[config.mk]
export PLATFORM = sky130hd
export DESIGN_NAME = useq
export DESIGN_NICKNAME = d
export VERILOG_FILES = /design/src/rtl/useq_pkg.sv /design/src/rtl/useq_next.sv /design/src/rtl/useq.sv
export SDC_FILE = /design/constraint.sdc
export NUM_CORES = 1
export LEC_CHECK = 0
export ABC_AREA = 1
export CAP_MARGIN = 20
export CORE_ASPECT_RATIO = 1.5
export CORE_MARGIN = 1
export CORE_UTILIZATION = 42
export CTS_BUF_LIST = sky130_fd_sc_hd__clkbuf_2
export DETAILED_ROUTE_END_ITERATION = 10
export MAX_ROUTING_LAYER = met4
export PLACE_DENSITY = 0.92
export SYNTH_ARGS = -nofsm -noshare
export SYNTH_HDL_FRONTEND = slang
export SYNTH_SLANG_ARGS = --single-unit
[constraint.sdc]
create_clock -name clk -period 2.1 [get_ports clk]
set_clock_uncertainty 0.1 [all_clocks]
set_input_delay 0.21 -clock clk [delete_from_list [all_inputs] [get_ports clk]]
set_output_delay 0.21 -clock clk [all_outputs]
set_load 0.05 [all_outputs]
[src/rtl/useq_pkg.sv]
// Shared constants, microinstruction field layout and enums for the useq microsequencer.
package useq_pkg;

  localparam int unsigned ADDR_W        = 5;
  localparam int unsigned WORD_W        = 23;
  localparam int unsigned ROM_DEPTH_DEF = 18;
  localparam int unsigned COND_W        = 3;
  localparam int unsigned CTRL_W        = 15;
  localparam int unsigned STEP_W        = 8;

  // Microinstruction layout: [22:20] code, [19:15] branch, [14:0] control.
  localparam int unsigned CC_MSB   = 22;
  localparam int unsigned CC_LSB   = 20;
  localparam int unsigned BR_MSB   = 19;
  localparam int unsigned BR_LSB   = 15;
  localparam int unsigned CTRL_MSB = 14;
  localparam int unsigned CTRL_LSB = 0;

  localparam logic [STEP_W-1:0] STEP_MAX = '1;

  typedef enum logic [2:0] {
    CC_ALWAYS = 3'd0,
    CC_C0     = 3'd1,
    CC_C1     = 3'd2,
    CC_C2     = 3'd3,
    CC_HALT   = 3'd4,
    CC_RSV5   = 3'd5,
    CC_RSV6   = 3'd6,
    CC_RSV7   = 3'd7
  } cond_code_e;

  typedef enum logic [1:0] {
    ST_IDLE = 2'd0,
    ST_RUN  = 2'd1,
    ST_DONE = 2'd2,
    ST_ERR  = 2'd3
  } state_e;

endpackage

[src/rtl/useq_next.sv]
// Next-address logic: branch selection, halt detection and control-store range check.
module useq_next
  import useq_pkg::*;
#(
  parameter int unsigned ROM_DEPTH = ROM_DEPTH_DEF,
  parameter int unsigned ADDR_W    = useq_pkg::ADDR_W
) (
  input  logic [ADDR_W-1:0] i_upc,
  input  logic [COND_W-1:0] i_code,
  input  logic [ADDR_W-1:0] i_br,
  input  logic [COND_W-1:0] i_cond,
  output logic [ADDR_W-1:0] o_next_c,
  output logic              o_halt_c,
  output logic              o_range_err_c
);

  localparam int unsigned NW = ADDR_W + 1;
  localparam logic [NW-1:0] DEPTH = NW'(ROM_DEPTH);

  cond_code_e       w_code;
  logic [NW-1:0]    w_seq;
  logic [NW-1:0]    w_tgt;
  logic [NW-1:0]    w_next;

  assign w_code = cond_code_e'(i_code);
  // One extra bit so uPC+1 past the top address cannot wrap back into range.
  assign w_seq  = NW'(i_upc) + NW'(1);
  assign w_tgt  = NW'(i_br);

  always_comb begin
    w_next = w_seq;
    case (w_code)
      CC_ALWAYS, CC_HALT: w_next = w_tgt;
      CC_C0:              w_next = i_cond[0] ? w_tgt : w_seq;
      CC_C1:              w_next = i_cond[1] ? w_tgt : w_seq;
      CC_C2:              w_next = i_cond[2] ? w_tgt : w_seq;
      default:            w_next = w_seq;
    endcase
  end

  assign o_next_c      = ADDR_W'(w_next);
  assign o_halt_c      = (w_code == CC_HALT) && (i_br == i_upc);
  assign o_range_err_c = (w_next >= DEPTH);

endmodule

[src/rtl/useq.sv]
// Microprogram sequencer with external control ROM.
// Optional watchdog enabled by defining USEQ_WDOG_EN.
module useq
  import useq_pkg::*;
#(
  parameter int unsigned ROM_DEPTH = ROM_DEPTH_DEF,
  parameter int unsigned ADDR_W    = useq_pkg::ADDR_W,
  parameter int unsigned WORD_W    = useq_pkg::WORD_W
) (
  input  logic              clk,
  input  logic              reset,
  input  logic              start,
  input  logic [COND_W-1:0] cond_i,
  input  logic [WORD_W-1:0] rom_data,
  output logic [ADDR_W-1:0] rom_addr,
  output logic [CTRL_W-1:0] ctrl,
  output logic              busy,
  output logic              done,
  output logic              err,
  output logic [STEP_W-1:0] step_cnt
);

  state_e            r_state;
  state_e            w_state_n;
  logic [ADDR_W-1:0] r_upc;
  logic [ADDR_W-1:0] w_upc_n;
  logic [STEP_W-1:0] r_step_cnt;
  logic [STEP_W-1:0] w_step_n;
  logic [ADDR_W-1:0] w_next;
  logic              w_halt;
  logic              w_range_err;

  useq_next #(
    .ROM_DEPTH (ROM_DEPTH),
    .ADDR_W    (ADDR_W)
  ) u_next (
    .i_upc         (r_upc),
    .i_code        (rom_data[CC_MSB:CC_LSB]),
    .i_br          (ADDR_W'(rom_data[BR_MSB:BR_LSB])),
    .i_cond        (cond_i),
    .o_next_c      (w_next),
    .o_halt_c      (w_halt),
    .o_range_err_c (w_range_err)
  );

  // State, uPC and step counter register.
  always_ff @(posedge clk) begin
    if (reset) begin
      r_state    <= ST_IDLE;
      r_upc      <= '0;
      r_step_cnt <= '0;
    end else begin
      r_state    <= w_state_n;
      r_upc      <= w_upc_n;
      r_step_cnt <= w_step_n;
    end
  end

  // Next-state: halt wins over range error; uPC is frozen on DONE/ERR entry.
  always_comb begin
    w_state_n = r_state;
    w_upc_n   = r_upc;
    w_step_n  = r_step_cnt;
    case (r_state)
      ST_RUN: begin
        w_step_n = (r_step_cnt == STEP_MAX) ? r_step_cnt : r_step_cnt + STEP_W'(1);
        if (w_halt) begin
          w_state_n = ST_DONE;
        end else if (w_range_err) begin
          w_state_n = ST_ERR;
`ifdef USEQ_WDOG_EN
        end else if (r_step_cnt == STEP_MAX) begin
          w_state_n = ST_ERR;
`endif
        end else begin
          w_upc_n = w_next;
        end
      end
      default: begin
        if (start) begin
          w_state_n = ST_RUN;
          w_upc_n   = '0;
          w_step_n  = '0;
        end
      end
    endcase
  end

  // Outputs decoded from the current state; ctrl passes the ROM word through only in RUN.
  always_comb begin
    ctrl = '0;
    busy = 1'b0;
    done = 1'b0;
    err  = 1'b0;
    case (r_state)
      ST_RUN: begin
        ctrl = rom_data[CTRL_MSB:CTRL_LSB];
        busy = 1'b1;
      end
      ST_DONE: done = 1'b1;
      ST_ERR:  err  = 1'b1;
      default: ;
    endcase
  end

  assign rom_addr = r_upc;
  assign step_cnt = r_step_cnt;

endmodule

==> flow_summary.ini, run 1 <==
; implementation run metrics
[cells_and_area]
sh_comb_area_pct = 36.33
signal_buffer_area_fraction_pct = 37.18
n_all_buffers = 61
logic_gate_count = 153
final_cell_mix = nand2_1, inv_1, clkdlybuf4s50_1, nor2_1, buf_12
drive_gt1_share_pct = 13.57

[die]
die-area_mm2 = 0.003175

[logic_synthesis]
ys_area_mm2 = 0.001239
aoi_share_pct = 8.485
yosysSeqAreaShare_pct = 24.24
yosys_cells = 219
ys_warn_count = 0
synth_cell_types = 25
simple_gate_area_share_pct = 46.16
largest_area_cell = dfxtp_1
top_cell_area_share_pct = 24.24
async_reset_ff_share_pct = 0

[drt]
wl_met2_um = 2060
drtIter0Drc = 48
vias_per_cell = 4.836

[final_timing]
fin_ws_ns = 0.1514
hold_slack_ns = 0.4047
clock.fmax_ghz = 0.5132
tightest_slew_ns = 0.5192

[clocking]
cts_buffers = 3
postCtsSetupRepairBufs = 0
clk_pin_slew_ns = 0.14
cts.path.max_buffers = 2
cts_hold_buf = 0

[power]
pg_comb_uw = 410
pwr-share-clk_pct = 16.3
finalPower_uw = 860.7
largestPowerGroup = combinational logic

[min_path]
hold_path.startpoint = r_state[1]
min_path_cells = 2

[job]
tool_warnings = 26

[critical_path]
required_ns = 1.79
slowest_delay_ns = 0.86
cp_max_fo = 7
critPathLaunch = rom_addr[2]
crit_cells = 1

[global_route]
busiest_layer = met2
grt_pass1_wl_um = 5816

[placed_design]
pre_cts_ws_ns = 0.005104
gp_congestion = 0.8936

[outcome]
outcome = completed
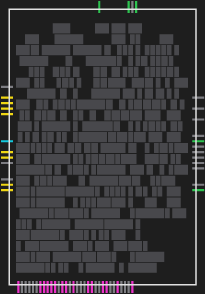
run_1/io_placement.png
(4 px per um) Pins as bars across the die edge, other pins in grey.
| port | colour | pins | direction | edge |
|---|---|---|---|---|
| step_cnt | yellow | 8 | output | left |
| rom_addr | green | 5 | output | 3 top, 2 right |
| ctrl | magenta | 15 | output | bottom |
| reset | cyan | 1 | input | left |
all pins by edge: 32 bottom, 12 left, 12 right, 4 top
Die X: 46.34 um
IO buf count: 59
Die Y: 68.51 um

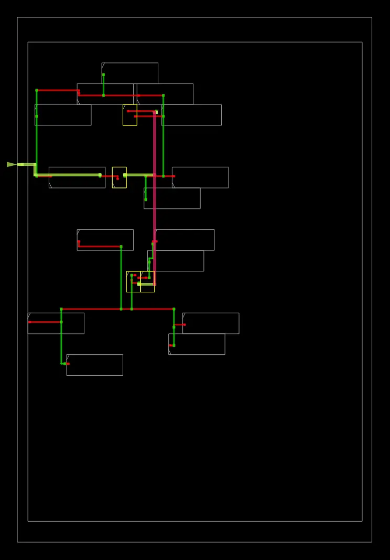
run_1/clocks.png
flop count: 15
clock buffers: 4
Worst-Skew Late Latency: 0.29 ns
TritonCTS Sinks: 15

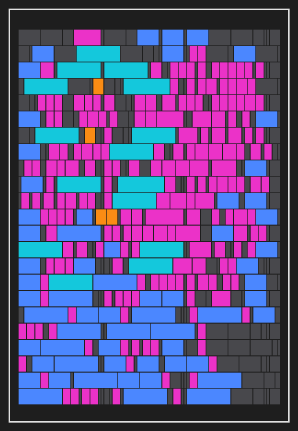
run_1/placement_by_type.png
(6 px per um) Fill, decap, tap and diode cells in grey.
| class | colour | cells | share of their area |
|---|---|---|---|
| other buffers and delay cells | blue | 61 | 38% |
| flops | cyan | 15 | 15% |
| combinational and other logic | magenta | 200 | 46% |
| clock drivers and dummy loads | orange | 4 | 0.99% |
Layout Utilization: 75.33%
core area: 0.002734 mm2
sequential share of cell area: 14.70%
FP Rows: 23
post-route cell area: 0.002059 mm2

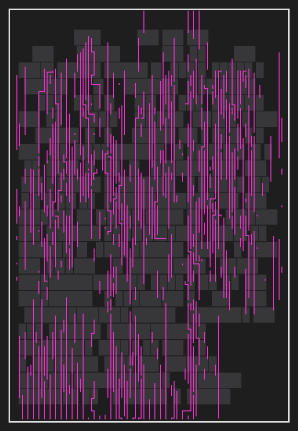
run_1/layer_met2.png
(6 px per um)
share of all routed wire: 57%
main direction: vertical
wire length on this layer: 2060 um
longest straight run: 29.6 um
nets with wire on the layer: 257
final WL: 3638 um
Global Route met2 Usage: 48.78%

run_1/clk_routes.png
(8 px per um)
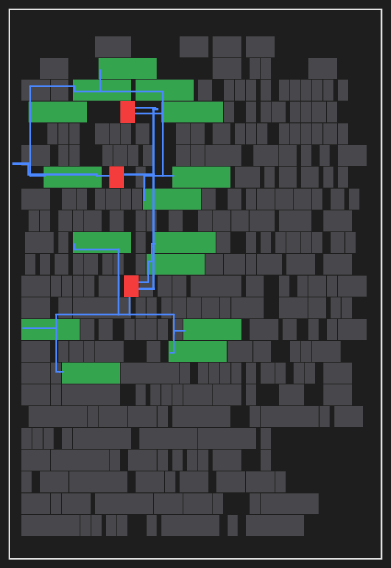

==> run 2, diff against run 1 <==
--- a/config.mk
+++ b/config.mk
@@ -14,4 +14,5 @@
 export DETAILED_ROUTE_END_ITERATION = 10
+export HOLD_SLACK_MARGIN = 0.02
 export MAX_ROUTING_LAYER = met4
-export PLACE_DENSITY = 0.92
+export PLACE_DENSITY_LB_ADDON = 0.15
 export SYNTH_ARGS = -nofsm -noshare
==> constraint.sdc (replaced) <==
create_clock -name clk -period 2.1 [get_ports clk]
set_clock_uncertainty 0.1 [all_clocks]
set_input_delay 0.63 -clock clk [delete_from_list [all_inputs] [get_ports clk]]
set_output_delay 0.63 -clock clk [all_outputs]
set_load 0.05 [all_outputs]
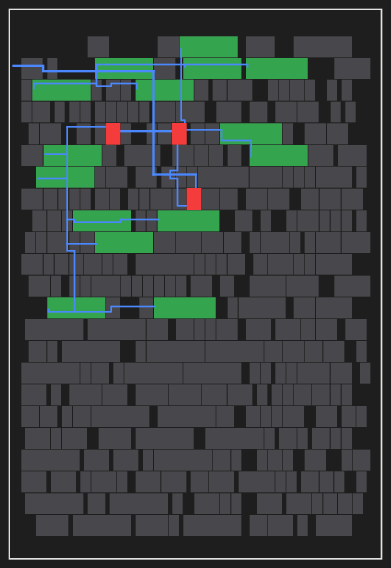
run_2/clk_routes.png
(8 px per um)
[clock drivers] red | count: 3
[clock wires] blue | length: 190 um
[flip-flops] green | count: 15
routed clock nets: 4
Clock Power Share: 15.1%
Worst-Skew Late Latency: 0.28 ns
Clk. pwr: 140 uW

==> run 2 against run 1 <==
  * Final area up 15%
  * Largest cell class unchanged
  * Largest power group unchanged
  * Area after synthesis did not move
  * Non-clock buffer count grew 24
  * Sequential share of layout area shrank 1.8 points
  * First-iteration DRC count shrank 6.3%
  * Critical path depth increased by 4
  * Highest routed layer unchanged
==> flow_summary.ini, run 2 <==
; implementation run metrics
[outcome]
outcome = completed

[cells_and_area]
final_cell_area_mm2 = 0.002360
logic_gate_count = 153
final_cell_mix = nand2_1, inv_1, buf_4, buf_12
n_all_buffers = 85
seq_cell_count = 15

[placed_design]
pre_cts_ws_ns = -0.3736

[logic_synthesis]
ys_warn_count = 0
ys_area_mm2 = 0.001239
yosysSeqAreaShare_pct = 24.24
yosys_cells = 219

[power]
pg_comb_uw = 476

[clocking]
clk_pin_slew_ns = 0.15
clock_sinks = 15
cts_buffers = 3

[job]
tool_warnings = 27

[die]
core-area_mm2 = 0.002734
die-area_mm2 = 0.003175
die_h_um = 68.51

[drt]
drtIter0Drc = 45

[critical_path]
cp_max_fo = 15
crit_cells = 5

[min_path]
hold_path.startpoint = step_cnt[1]
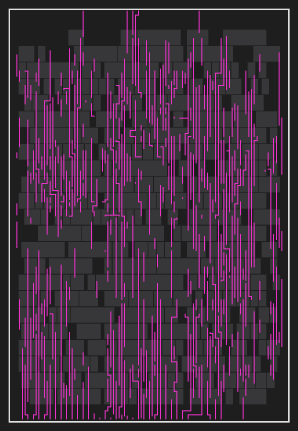
run_2/layer_met2.png
(6 px per um)
main direction: vertical
wire length on this layer: 2310 um
share of all routed wire: 58%
nets with wire on the layer: 275
Global Route met2 Usage: 50.87%
Vias: 1620
final WL: 4016 um

Power is estimated from default activity; no workload was simulated.
